Cells by drive strength:
Scale bar: 50 µm.
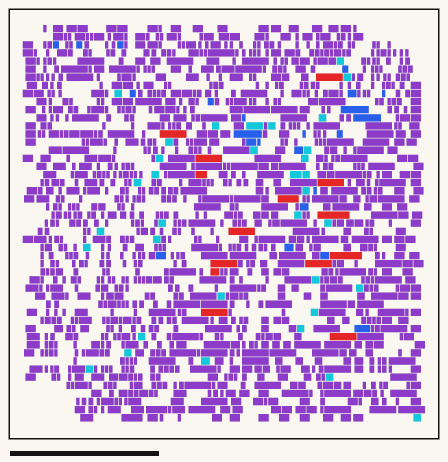
Clock wires, drivers and flops:
Scale bar: 50 µm.
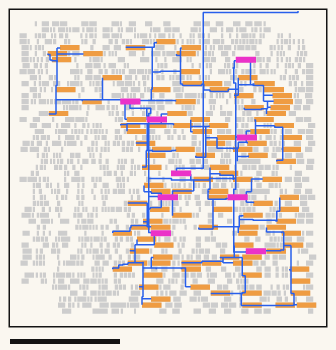
A small window of the routed layout:
Region (93, 21) to (123, 51) µm. Cells in grey, sequential cells in the stronger grey; small squares are vias.
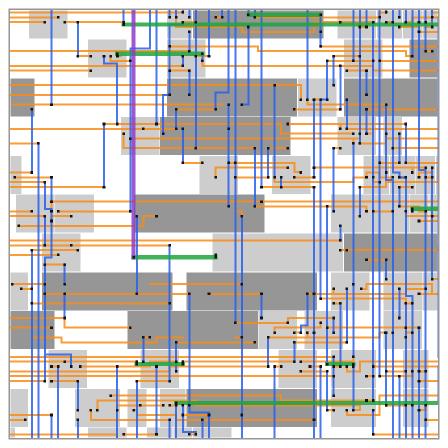
The clock network:
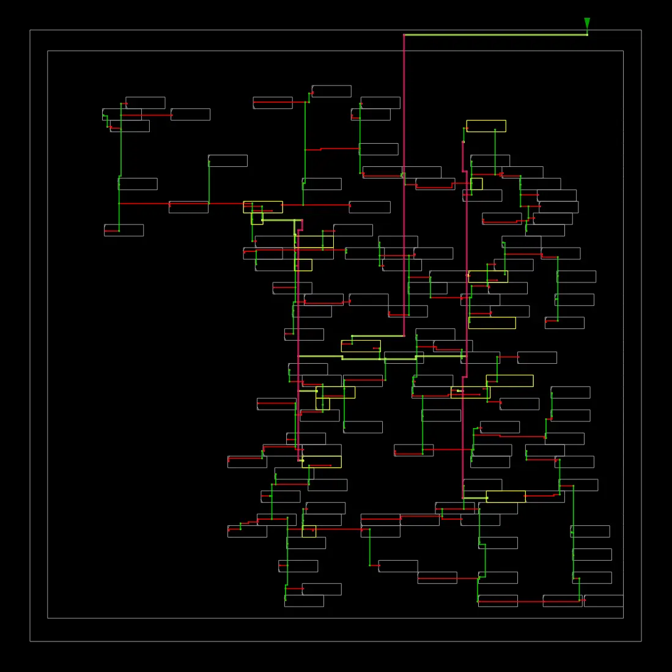
`src/rtl/cfar_door_sched_pkg.sv`:
```
// Shared types and defaults for the CFAR door scheduler: FSM state encoding
// and the default channel count / datapath width.
package cfar_door_sched_pkg;

    localparam int CFAR_N_CH = 4;
    localparam int CFAR_W    = 16;

    typedef enum logic [2:0] {
        ST_IDLE = 3'b001,
        ST_CALC = 3'b010,
        ST_WB   = 3'b100
    } state_t;

endpackage

```
`src/rtl/cfar_door_sched_rr_arb.sv`:
```
// Combinational rotate-priority arbiter: searches last_grant+1, +2, ... (mod N_CH)
// and returns the first requesting channel.
module cfar_rr_arb
    import cfar_door_sched_pkg::*;
#(
    parameter int N_CH = CFAR_N_CH,
    parameter int CW   = $clog2(N_CH)
) (
    input  logic [N_CH-1:0] req,
    input  logic [CW-1:0]   last_grant,
    output logic [CW-1:0]   grant,
    output logic            gnt_valid
);

    always_comb begin
        grant     = '0;
        gnt_valid = 1'b0;
        for (int k = 1; k <= N_CH; k++) begin
            if (!gnt_valid && req[(int'(last_grant) + k) % N_CH]) begin
                grant     = CW'((int'(last_grant) + k) % N_CH);
                gnt_valid = 1'b1;
            end
        end
    end

endmodule

```
`src/rtl/cfar_door_sched.sv`:
```
// Time-shares one saturating door-update engine among N_CH CFAR channels.
// Round-robin grant, three-cycle update (grant, compute, write-back + ack).
//
//   state   | meaning
//   --------+--------------------------------------------------------------
//   ST_IDLE | apply load/pending load, else grant next requesting channel
//   ST_CALC | compute saturated next door for the granted channel
//   ST_WB   | write door back, pulse ack/upd_valid, remember last grant
module cfar_door_sched
    import cfar_door_sched_pkg::*;
#(
    parameter int N_CH = CFAR_N_CH,
    parameter int W    = CFAR_W,
    parameter int CW   = $clog2(N_CH)
) (
    input  logic              clk,
    input  logic              reset,
    input  logic [W-1:0]      init_door,
    input  logic [W-1:0]      error,
    input  logic [W-1:0]      step,
    input  logic              load,
    input  logic [N_CH-1:0]   req,
    input  logic [N_CH*W-1:0] cnt_flat,
    output logic [N_CH-1:0]   ack,
    output logic [N_CH*W-1:0] door_flat,
    output logic              busy,
    output logic [CW-1:0]     upd_ch,
    output logic              upd_valid
);

    state_t          state;
    state_t          state_nxt;
    logic [W-1:0]    door    [N_CH];
    logic [W-1:0]    cnt_arr [N_CH];
    logic [CW-1:0]   ch_r;
    logic [CW-1:0]   last_grant;
    logic [CW-1:0]   grant;
    logic            gnt_valid;
    logic [W-1:0]    cnt_r;
    logic [W-1:0]    nxt_r;
    logic [W-1:0]    door_cur;
    logic [W-1:0]    calc_val;
    logic [W:0]      sum;
    logic [N_CH-1:0] req_open;
    logic            load_any;
    logic            load_pend;

    for (genvar i = 0; i < N_CH; i++) begin : g_flat
        assign door_flat[i*W +: W] = door[i];
        assign cnt_arr[i]          = cnt_flat[i*W +: W];
    end

    // The channel being acked this cycle is still holding req; mask it so it
    // is not granted a second time.
    assign req_open = req & ~ack;
    assign load_any = load | load_pend;
    assign door_cur = door[ch_r];

    cfar_rr_arb #(
        .N_CH (N_CH),
        .CW   (CW)
    ) u_arb (
        .req        (req_open),
        .last_grant (last_grant),
        .grant      (grant),
        .gnt_valid  (gnt_valid)
    );

    always_ff @(posedge clk or negedge reset) begin
        if (!reset) begin
            state <= ST_IDLE;
        end else begin
            state <= state_nxt;
        end
    end

    always_comb begin
        state_nxt = state;
        busy      = 1'b0;
        case (state)
            ST_IDLE: begin
                if (!load_any && gnt_valid) begin
                    state_nxt = ST_CALC;
                end
            end
            ST_CALC: begin
                busy      = 1'b1;
                state_nxt = ST_WB;
            end
            ST_WB: begin
                busy      = 1'b1;
                state_nxt = ST_IDLE;
            end
            default: state_nxt = ST_IDLE;
        endcase
    end

    // W+1-bit sum catches overflow; subtraction clamps at zero.
    always_comb begin
        sum      = {1'b0, door_cur} + {1'b0, step};
        calc_val = door_cur;
        if (cnt_r > error) begin
            calc_val = sum[W] ? '1 : sum[W-1:0];
        end else if (cnt_r < error) begin
            calc_val = (step > door_cur) ? '0 : door_cur - step;
        end
    end

    always_ff @(posedge clk or negedge reset) begin
        if (!reset) begin
            for (int i = 0; i < N_CH; i++) begin
                door[i] <= '0;
            end
            ack        <= '0;
            upd_valid  <= 1'b0;
            upd_ch     <= '0;
            last_grant <= CW'(N_CH - 1);
            load_pend  <= 1'b0;
            ch_r       <= '0;
            cnt_r      <= '0;
            nxt_r      <= '0;
        end else begin
            ack       <= '0;
            upd_valid <= 1'b0;
            if (load && state != ST_IDLE) begin
                load_pend <= 1'b1;
            end
            case (state)
                ST_IDLE: begin
                    if (load_any) begin
                        for (int i = 0; i < N_CH; i++) begin
                            door[i] <= init_door;
                        end
                        load_pend <= 1'b0;
                    end else if (gnt_valid) begin
                        ch_r  <= grant;
                        cnt_r <= cnt_arr[grant];
                    end
                end
                ST_CALC: begin
                    nxt_r <= calc_val;
                end
                ST_WB: begin
                    door[ch_r] <= nxt_r;
                    ack[ch_r]  <= 1'b1;
                    upd_valid  <= 1'b1;
                    upd_ch     <= ch_r;
                    last_grant <= ch_r;
                end
                default: ;
            endcase
        end
    end

endmodule

```
`config.mk`:
```
export PLATFORM = sky130hd
export DESIGN_NAME = cfar_door_sched
export DESIGN_NICKNAME = d
export VERILOG_FILES = /design/src/rtl/cfar_door_sched_pkg.sv /design/src/rtl/cfar_door_sched_rr_arb.sv /design/src/rtl/cfar_door_sched.sv
export SDC_FILE = /design/constraint.sdc
export NUM_CORES = 1
export LEC_CHECK = 0
export ABC_AREA = 1
export CORE_MARGIN = 4
export CORE_UTILIZATION = 45
export DETAILED_ROUTE_END_ITERATION = 10
export HOLD_SLACK_MARGIN = 0.1
export PLACE_DENSITY_LB_ADDON = 0.05
export SLEW_MARGIN = 20
export SYNTH_ARGS = -nofsm -noshare
export SYNTH_HDL_FRONTEND = slang
export SYNTH_SLANG_ARGS = --single-unit
```
`constraint.sdc`:
```
create_clock -name clk -period 4 [get_ports clk]
set_clock_uncertainty 0.15 [all_clocks]
set_input_delay 0.8 -clock clk [delete_from_list [all_inputs] [get_ports clk]]
set_output_delay 0.8 -clock clk [all_outputs]
set_load 0.005 [all_outputs]
```
==> job_summary.md <==
### Yosys + OpenROAD results

| Metric | Value |
|---|---|
| #MultiIn Comb | `838` |
| Met3 WL | `1.472 mm` |
| Setup TNS | `0 ns` |
| Die Y | `143.6 µm` |
| Hold Path Stages | `2` |
| And+or+nand+nor area frac | `26.23%` |
| Synth unique cells | `37` |
| RR Endpoint | `nxt_r[1]` |
| Max FFs per register | `64` |
| Initial antenna violation count | `0` |
| Inverters | `186` |
| Top post-synthesis cells by count | `296 x nand2_1, 181 x inv_1, 123 x nand3_1` |
| CP endpoint kind | `flop` |
| Die Span X | `143.6 µm` |
| Yosys Chip Area | `8275 µm²` |
| IO Pins | `191` |
| Antenna violation net count after detailed routing | `0` |
| Post-CTS sizing | `1` |
| Final Core Density | `60.11%` |
| Fraction of area in registers | `25.67%` |
| Crit path to | `nxt_r[1]` |
| Synth Seq Share | `33.61%` |
| Post-Synth Adder-Cell Area | `8.195%` |
| Final setup fails | `0` |
| Vias/cell | `5.230` |
| # diodes | `0` |
| WHS Endpoint | `nxt_r[13]` |
| Total GRT Usage | `24.79%` |
| Crit path from | `ch_r[1]` |
| 1st-iter DRT viols | `571` |
| Largest cell class | `combinational gates` |
| First-pass GRT wire length | `40.53 mm` |
| Flip-flops with a built-in enable | `0` |
| Layout cells sized above 1 | `5.182%` |
| M1 wire length | `12.26 mm` |
| Layout clock buffer count | `9` |
| P_leak | `5.264 nW` |
| Rel. slew slack | `32.45%` |
| CP max FO | `13` |
| Syn Area/Cell | `6.989 µm²` |
| Routability cong. | `0.9209` |
| CTS H-tree depth | `3` |
| Pre-CTS setup slack | `-0.02243 ns` |
| XOR/XNOR Fraction of Synth Area | `1.799%` |
| Fmax | `275.2 MHz` |
| Largest cells by area after synthesis | `dfrtp_1 33%, nand2_1 13%, inv_1 8.2%` |
| Worst Hold Class | `reg2reg` |
| CTS tree | `built` |
| R2R depth | `16` |
| Port-buffer cells | `190` |
| WL final | `26.07 mm` |
| Synth Warn # | `0` |
| GR Util met3 | `2.396%` |
| Starting Density | `45.91%` |
| Area grow syn2layout | `30.92%` |
| Yosys reg bits | `111` |
| Ys flop type | `dfrtp_1` |
| FF-to-FF Start | `ch_r[1]` |
| Reg clk slew, reported paths | `0.07 ns` |
| Critical path data arrival time | `3.74 ns` |
| MI comb area | `4609 µm²` |
| Top-count cell post-synth | `nand2_1` |
| Cts-stage hold buffer count | `0` |
| VDD IR max | `427.5 µV` |
| Post-layout period usage | `90.84%` |
| Synth Instances | `1,184` |
| Crit Path Class | `reg2reg` |
| Die area | `20,620 µm²` |
| Yosys Instances | `1,184` |
| WL per Instance | `16.30 µm` |
| Largest net degree at the start of global routing | `65` |
| Post CTS Setup Buffer Count | `0` |
| Hold Vio Cnt, Final | `0` |
| Commonest Layout Cell | `nand2_1` |
| Register area | `2781 µm²` |
| Cell Pwr Density | `965.6 nW/µm²` |
| Final worst path period need | `3.634 ns` |
| WL met2 | `11.89 mm` |
| Top logic family | `simple AND/OR/NAND/NOR gates` |
| Global Route met2 Usage | `39.63%` |
| Net count after synthesis | `1,356` |
| Asr flop ratio synth | `100.0%` |
| Max-slew violation count | `0` |
| Final hold slack | `0.3299 ns` |
| Total tool warning count | `44` |
| Top cell area share | `32.66%` |
| Post-Layout Cell Count | `1,599` |
| Buffering overhead | `19.66%` |
| Uppermost routed layer | `met4` |
| Status | `complete, no violations` |
| Drt pass-1 iters | `5` |
| Synth Cell Area | `8275 µm²` |
| Nets@finish | `1,537` |
| Crit path required time | `4.11 ns` |
| RSZ-0062 raised after global routing | `no` |
| Row Count | `49` |
| Power, Total | `10.46 mW` |
| Post-DP Area | `10,490 µm²` |
| Met1 Use GR | `36.18%` |
| Layout filler cell count | `1,738` |
| Slew of the pin with the lowest slew margin | `1.009 ns` |
| DRC | `0` |
| Multiplexer share | `0%` |
| Vias in the first global route | `7,637` |
| Gr busiest metal | `met2` |
| Clk tree area frac | `3.037%` |
| Top cell type by total area after synthesis | `dfrtp_1` |
| Area fraction in compound gates | `19.10%` |
| Core area | `18,020 µm²` |
| Clk root buf | `clkbuf_16` |
| Fin area | `10,830 µm²` |
| Grt ovf | `0` |
| Detailed placement HPWL | `20.42 mm` |
| Most frequent cells in the layout | `296 x nand2_1, 189 x clkdlybuf4s50_1, 181 x inv_1` |
| Clk buf depth | `2` |
| N_taps | `229` |
| HP Start | `nxt_r[13]` |
| Max-Cap Viols | `0` |
| Dpl cells | `1,583` |
| Combinational share of cell area | `42.55%` |
| Plain + repair buffers | `219` |
Notes on 'cells by drive strength' above:
legend:
  cyan:
    size: _3 and _4 cells
    cells: 34
    share: 2.5%
  purple:
    size: _0 and _1 cells
    cells: 1,299
    share: 95%
  red:
    size: _6 and larger
    cells: 14
    share: 1.0%
  blue:
    size: _2 cells
    cells: 23
    share: 1.7%

Notes on 'clock wires, drivers and flops' above:
legend:
  orange:
    item: flip-flops
    count: 111
  blue:
    item: clock wires
    length: 1,370 µm
  magenta:
    item: clock drivers
    count: 9
routed clock nets: 10

Notes on 'a small window of the routed layout' above:
legend:
  purple:
    layer: metal 4
  blue:
    layer: metal 2
  green:
    layer: metal 3
  orange:
    layer: metal 1
most frequent: dfrtp_1 (10), o21a_1 (9), o21ai_0 (8)
sequential cells in the window: 10
cells with their middle in the window: 49
netlist names of flops here include: `door_flat` (10)

Notes on 'the clock network' above:
clk pwr: 992 µW
clk sink count: 111
CTS Buf Count: 9
clk ins delay skew pair: 0.36 ns
FF+latch count: 111

power breakdown:
group / leakage (nW) / internal [mW] / switching, mW / total (mW)
sequential: 1.33 / 1.68 / 0.390 / 2.07
clock: 0.154 / 0.557 / 0.435 / 0.992
combinational: 3.78 / 2.87 / 4.53 / 7.40
total: 5.26 / 5.11 / 5.36 / 10.5
critical path, cell delays in order, from the launching register on:
cell and delay, ns:
dfrtp_1 0.41, buf_4 0.17, nand2_1 0.27, buf_4 0.30, o221ai_1 0.28, ha_1 0.57
nand2_1 0.15, nor2_1 0.14, nor3b_1 0.23, nand2_1 0.09, nand3_1 0.10, nand3_2 0.21
inv_1 0.19, nand2_1 0.07, nand2_1 0.05, nand3_1 0.06, o21ai_0 0.10
Power and IR drop assume default switching activity.
